congestion_map.png
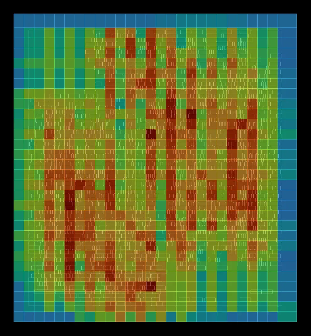
clock_wires.png
Scale bar: 50 um.
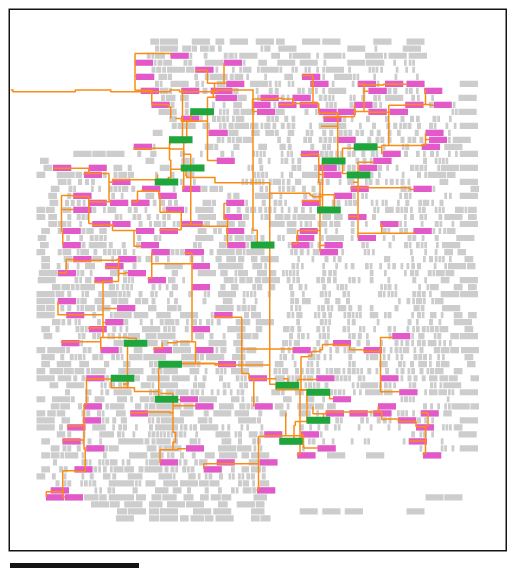
ff_map.png
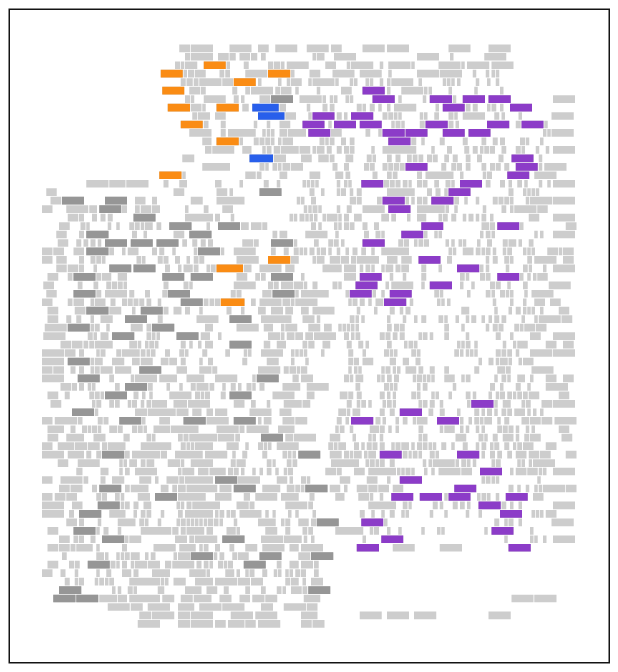
<file path="src/rtl/lsu_pkg.sv">
// Package for the load/store unit data-memory port.
// Holds the RV64I funct3 width codes, the port FSM state type, and the
// helpers that translate funct3 into an access size and a signedness flag.
package lsu_pkg;

    localparam logic [2:0] F3_B  = 3'b000;
    localparam logic [2:0] F3_H  = 3'b001;
    localparam logic [2:0] F3_W  = 3'b010;
    localparam logic [2:0] F3_D  = 3'b011;
    localparam logic [2:0] F3_BU = 3'b100;
    localparam logic [2:0] F3_HU = 3'b101;
    localparam logic [2:0] F3_WU = 3'b110;

    // DECODE is the cycle in which the registered request is checked.
    typedef enum logic [2:0] {
        ST_IDLE   = 3'd0,
        ST_DECODE = 3'd1,
        ST_ACCESS = 3'd2,
        ST_WAIT   = 3'd3,
        ST_RESP   = 3'd4
    } lsu_state_e;

    // Access size in bytes (1, 2, 4 or 8) from the low two funct3 bits.
    function automatic logic [3:0] size_bytes(input logic [2:0] f3);
        case (f3[1:0])
            2'b00:   return 4'd1;
            2'b01:   return 4'd2;
            2'b10:   return 4'd4;
            default: return 4'd8;
        endcase
    endfunction

    // LBU/LHU/LWU zero-extend; everything else sign-extends.
    function automatic logic is_unsigned(input logic [2:0] f3);
        return f3[2];
    endfunction

endpackage

</file>
<file path="src/rtl/lsu_load_align.sv">
// Load data alignment (combinational).
// Shifts the addressed lane of a 64-bit memory word down to bit 0, truncates
// it to the access size and sign- or zero-extends it to XLEN.
// Ports:
//   word_i    read word from memory
//   offset_i  byte offset within the word (addr[2:0])
//   funct3_i  load width/sign code
//   result_o  extended load result
module lsu_load_align
    import lsu_pkg::*;
#(
    parameter int XLEN = 64
) (
    input  logic [XLEN-1:0] word_i,
    input  logic [2:0]      offset_i,
    input  logic [2:0]      funct3_i,
    output logic [XLEN-1:0] result_o
);

    logic [XLEN-1:0] shifted;
    logic            uns;

    assign shifted = word_i >> {offset_i, 3'b000};
    assign uns     = is_unsigned(funct3_i);

    always_comb begin
        result_o = shifted;
        case (size_bytes(funct3_i))
            4'd1: result_o = {{(XLEN-8){shifted[7] & ~uns}}, shifted[7:0]};
            4'd2: result_o = {{(XLEN-16){shifted[15] & ~uns}}, shifted[15:0]};
            4'd4: result_o = {{(XLEN-32){shifted[31] & ~uns}}, shifted[31:0]};
            default: result_o = shifted;
        endcase
    end

endmodule

</file>
<file path="src/rtl/lsu_dmem_port.sv">
// RV64I load/store unit front-end towards the data memory.
// Takes one request at a time, checks funct3 legality and alignment, drives
// the word address / byte strobes / lane-shifted store data, and returns the
// extended load data (or an error) on a response channel.
//
// Handshakes: a transfer happens on a rising clock edge where valid and ready
// are both 1. resp_valid and the response data stay stable until resp_ready;
// mem_en and all mem_* outputs stay stable until mem_ready.
//
// Ports:
//   clk, rst_n                       clock, synchronous active-low reset
//   req_valid/req_ready              request handshake
//   req_we, req_funct3, req_addr,
//   req_wdata                        request payload
//   resp_valid/resp_ready            response handshake
//   resp_rdata, resp_err             response payload (rdata 0 for stores/errors)
//   mem_en/mem_ready                 memory request handshake
//   mem_we, mem_addr, mem_wstrb,
//   mem_wdata                        memory request payload
//   mem_rdata                        read word, one cycle after an accepted read
//   dbg_state_o                      current FSM state
//
// Build option: define LSU_BOUNDS_CHECK_EN to reject addresses above the
// memory; otherwise the upper address bits are ignored and accesses wrap.
module lsu_dmem_port
    import lsu_pkg::*;
#(
    parameter  int XLEN       = 64,
    parameter  int DMEM_DEPTH = 1024,
    localparam int AW         = $clog2(DMEM_DEPTH)
) (
    input  logic            clk,
    input  logic            rst_n,
    input  logic            req_valid,
    output logic            req_ready,
    input  logic            req_we,
    input  logic [2:0]      req_funct3,
    input  logic [XLEN-1:0] req_addr,
    input  logic [XLEN-1:0] req_wdata,
    output logic            resp_valid,
    input  logic            resp_ready,
    output logic [XLEN-1:0] resp_rdata,
    output logic            resp_err,
    output logic            mem_en,
    output logic            mem_we,
    output logic [AW-1:0]   mem_addr,
    output logic [7:0]      mem_wstrb,
    output logic [XLEN-1:0] mem_wdata,
    input  logic            mem_ready,
    input  logic [XLEN-1:0] mem_rdata,
    output lsu_state_e      dbg_state_o
);

    lsu_state_e      state_q, state_d;
    logic [AW+2:0]   addr_q, addr_d;
    logic [2:0]      funct3_q, funct3_d;
    logic            we_q, we_d;
    logic [XLEN-1:0] wdata_q, wdata_d;
    logic            oob_q, oob_d;
    logic            err_q, err_d;
    logic [XLEN-1:0] rdata_q, rdata_d;

    logic [XLEN-1:0] load_data;
    logic            illegal;
    logic            misaligned;
    logic [7:0]      size_mask;

`ifdef LSU_BOUNDS_CHECK_EN
    assign oob_d = req_valid ? (|req_addr[XLEN-1:AW+3]) : oob_q;
`else
    // Upper address bits are deliberately dropped so accesses wrap.
    logic unused_addr_hi;
    assign unused_addr_hi = ^req_addr[XLEN-1:AW+3];
    assign oob_d          = 1'b0;
`endif

    lsu_load_align #(.XLEN(XLEN)) u_align (
        .word_i   (mem_rdata),
        .offset_i (addr_q[2:0]),
        .funct3_i (funct3_q),
        .result_o (load_data)
    );

    // Stores only define widths up to SD; loads only lack a 64-bit unsigned form.
    assign illegal    = we_q ? funct3_q[2] : (funct3_q == 3'b111);
    assign misaligned = |(addr_q[2:0] & 3'(size_bytes(funct3_q) - 4'd1));

    always_comb begin
        size_mask = 8'hFF;
        case (size_bytes(funct3_q))
            4'd1:    size_mask = 8'h01;
            4'd2:    size_mask = 8'h03;
            4'd4:    size_mask = 8'h0F;
            default: size_mask = 8'hFF;
        endcase
    end

    always_ff @(posedge clk) begin
        if (!rst_n) begin
            state_q  <= ST_IDLE;
            addr_q   <= '0;
            funct3_q <= '0;
            we_q     <= 1'b0;
            wdata_q  <= '0;
            oob_q    <= 1'b0;
            err_q    <= 1'b0;
            rdata_q  <= '0;
        end else begin
            state_q  <= state_d;
            addr_q   <= addr_d;
            funct3_q <= funct3_d;
            we_q     <= we_d;
            wdata_q  <= wdata_d;
            oob_q    <= (state_q == ST_IDLE) ? oob_d : oob_q;
            err_q    <= err_d;
            rdata_q  <= rdata_d;
        end
    end

    always_comb begin
        state_d    = state_q;
        addr_d     = addr_q;
        funct3_d   = funct3_q;
        we_d       = we_q;
        wdata_d    = wdata_q;
        err_d      = err_q;
        rdata_d    = rdata_q;
        req_ready  = 1'b0;
        resp_valid = 1'b0;
        mem_en     = 1'b0;
        mem_we     = 1'b0;
        mem_addr   = '0;
        mem_wstrb  = '0;
        mem_wdata  = '0;

        case (state_q)
            ST_IDLE: begin
                req_ready = 1'b1;
                if (req_valid) begin
                    addr_d   = req_addr[AW+2:0];
                    funct3_d = req_funct3;
                    we_d     = req_we;
                    wdata_d  = req_wdata;
                    err_d    = 1'b0;
                    rdata_d  = '0;
                    state_d  = ST_DECODE;
                end
            end
            ST_DECODE: begin
                if (illegal || misaligned || oob_q) begin
                    err_d   = 1'b1;
                    state_d = ST_RESP;
                end else begin
                    state_d = ST_ACCESS;
                end
            end
            ST_ACCESS: begin
                mem_en   = 1'b1;
                mem_we   = we_q;
                mem_addr = addr_q[AW+2:3];
                if (we_q) begin
                    mem_wstrb = size_mask << addr_q[2:0];
                    mem_wdata = wdata_q << {addr_q[2:0], 3'b000};
                end
                if (mem_ready) begin
                    state_d = we_q ? ST_RESP : ST_WAIT;
                end
            end
            ST_WAIT: begin
                rdata_d = load_data;
                state_d = ST_RESP;
            end
            ST_RESP: begin
                resp_valid = 1'b1;
                if (resp_ready) begin
                    state_d = ST_IDLE;
                end
            end
            default: state_d = ST_IDLE;
        endcase
    end

    assign resp_rdata  = (state_q == ST_RESP) ? rdata_q : '0;
    assign resp_err    = (state_q == ST_RESP) & err_q;
    assign dbg_state_o = state_q;

endmodule
</file>
<file path="config.mk">
export PLATFORM = sky130hd
export DESIGN_NAME = lsu_dmem_port
export DESIGN_NICKNAME = d
export VERILOG_FILES = /design/src/rtl/lsu_pkg.sv /design/src/rtl/lsu_load_align.sv /design/src/rtl/lsu_dmem_port.sv
export SDC_FILE = /design/constraint.sdc
export NUM_CORES = 1
export LEC_CHECK = 0
export ABC_AREA = 1
export CORE_ASPECT_RATIO = 1.1
export CORE_MARGIN = 10
export CORE_UTILIZATION = 30
export DETAILED_ROUTE_END_ITERATION = 10
export MAX_ROUTING_LAYER = met4
export SKIP_CTS_REPAIR_TIMING = 1
export SYNTH_ARGS = -nofsm -noshare
export SYNTH_HDL_FRONTEND = slang
export SYNTH_SLANG_ARGS = --single-unit
</file>
<file path="constraint.sdc">
create_clock -name clk -period 2.4 [get_ports clk]
set_input_delay 0.48 -clock clk [delete_from_list [all_inputs] [get_ports clk]]
set_output_delay 0.48 -clock clk [all_outputs]
set_load 0.05 [all_outputs]
</file>
==> CHANGELOG.md <==
## Flow update

- Status: finished with violations
- Failing checks: setup timing
- Data buffer area share: 0.316
- Max-area cell class: logic gates
- Met2 GRT Util: 0.354
- Chip area: 40300 sq um
- Global routing usage on met1: 0.255
- Final setup viols: approximately 66
- Adder share: 0
- Final setup TNS: -3.59 ns
- RSZ-0062 raised after global routing: true
- Startpoint types: flip-flop
- Core Rows: about 69
- Syn Nets: approximately 1800
- CP bufs+invs: 3
- CP max stage delay: 0.36 ns
- Power in combinational cells: about 7800 uW
- GPL Wtd Cong: 0.927
- EDFF count, synth: 0
- Pint: between 7000 and 8000 uW
- WHS: about 0.43 ns
- Post-synth mux share: 0.00613
- Ratio of cells with drive above 1 in the final layout: 0.205
- Vert. Die Dim: 210 um
- FFs w/ async S/R, synth: 0
- Final WS setup: -0.131 ns
- XOR Share, Synth: 0
- R2R cell count: 10
- Yosys synthesis chip area: 9790 sq um
- Core Util at FP: 0.303
- Worst slack at placement: between 0.1 and 0.15 ns
- Number of DRC markers in iteration 0: between 800 and 900
- Crit path capture: mem_wdata[34]
- Via count: between 10000 and 15000
- Post-Layout Inst Area: 16300 sq um
- Final net count: about 2100
- Post-route ant nets: 0
- Biggest regs: rdata_q x64, wdata_q x64, addr_q x13
- CP arrival: 2.05 ns
- Top non-seq family: AND-OR/OR-AND gates
- # clock sinks: between 100 and 150
- Complex Gates by Area: 0.281
- Number of remaining DRC errors: 0
- H-Tree Depth: 4
- Area Overhead vs Synth: 66.3%
- Crit path DRT: about 1.9 ns
- Family with the most delay on the worst path: simple AND/OR/NAND/NOR gates
- Leakage: about 0.006 uW
- Reg2reg setup slack: between 0.2 and 0.25 ns
- Most instantiated logic cells after routing: 362 x nand2_1, 225 x a21oi_1, 172 x o21ai_0
- P per Cell Area: 849 nW/um^2
- Highest Signal Layer: met4
- Placed Area: about 15000 sq um
- Final clock-cell share: 0.0355
- Commonest Layout Cell: nand2_1
- Number of max-cap violations: 0
- Cell taking the most area after synthesis: dfxtp_1
- Register area share after synthesis: 0.305
- Reg power frac: 0.241
- And+or+nand+nor area frac: 0.272
- CTS buffer count: 17
- Post-layout period usage: 1.05
- Clock Tree Buf Depth: 2
- Yosys Instances: roughly 1600
About congestion_map.png:
gr busiest metal: met2
met3 Use GR: 0.0645

About clock_wires.png:
Green marks clock-net drivers, count 17. Orange marks clock wires, length 2240 um. Magenta marks flip-flops, count 149.
There are 18 routed clock nets.
Clock Power Share: 0.195
clock skew: 0.0137 ns
Latency at later pin: 0.44 ns
reported clock group power: 2700 uW

About ff_map.png:
Blue marks `dbg_state_o`, sequential cells 3. Purple marks `rdata_q`, sequential cells 64. Orange marks `addr_q`, sequential cells 13.
Another 69 sequential cells are not coloured.
Seq power: 3330 uW
Finished Core Util: 0.505
storage element area: 3000 sq um
Seq/total area: 0.184

Power is estimated from default activity; no workload was simulated.
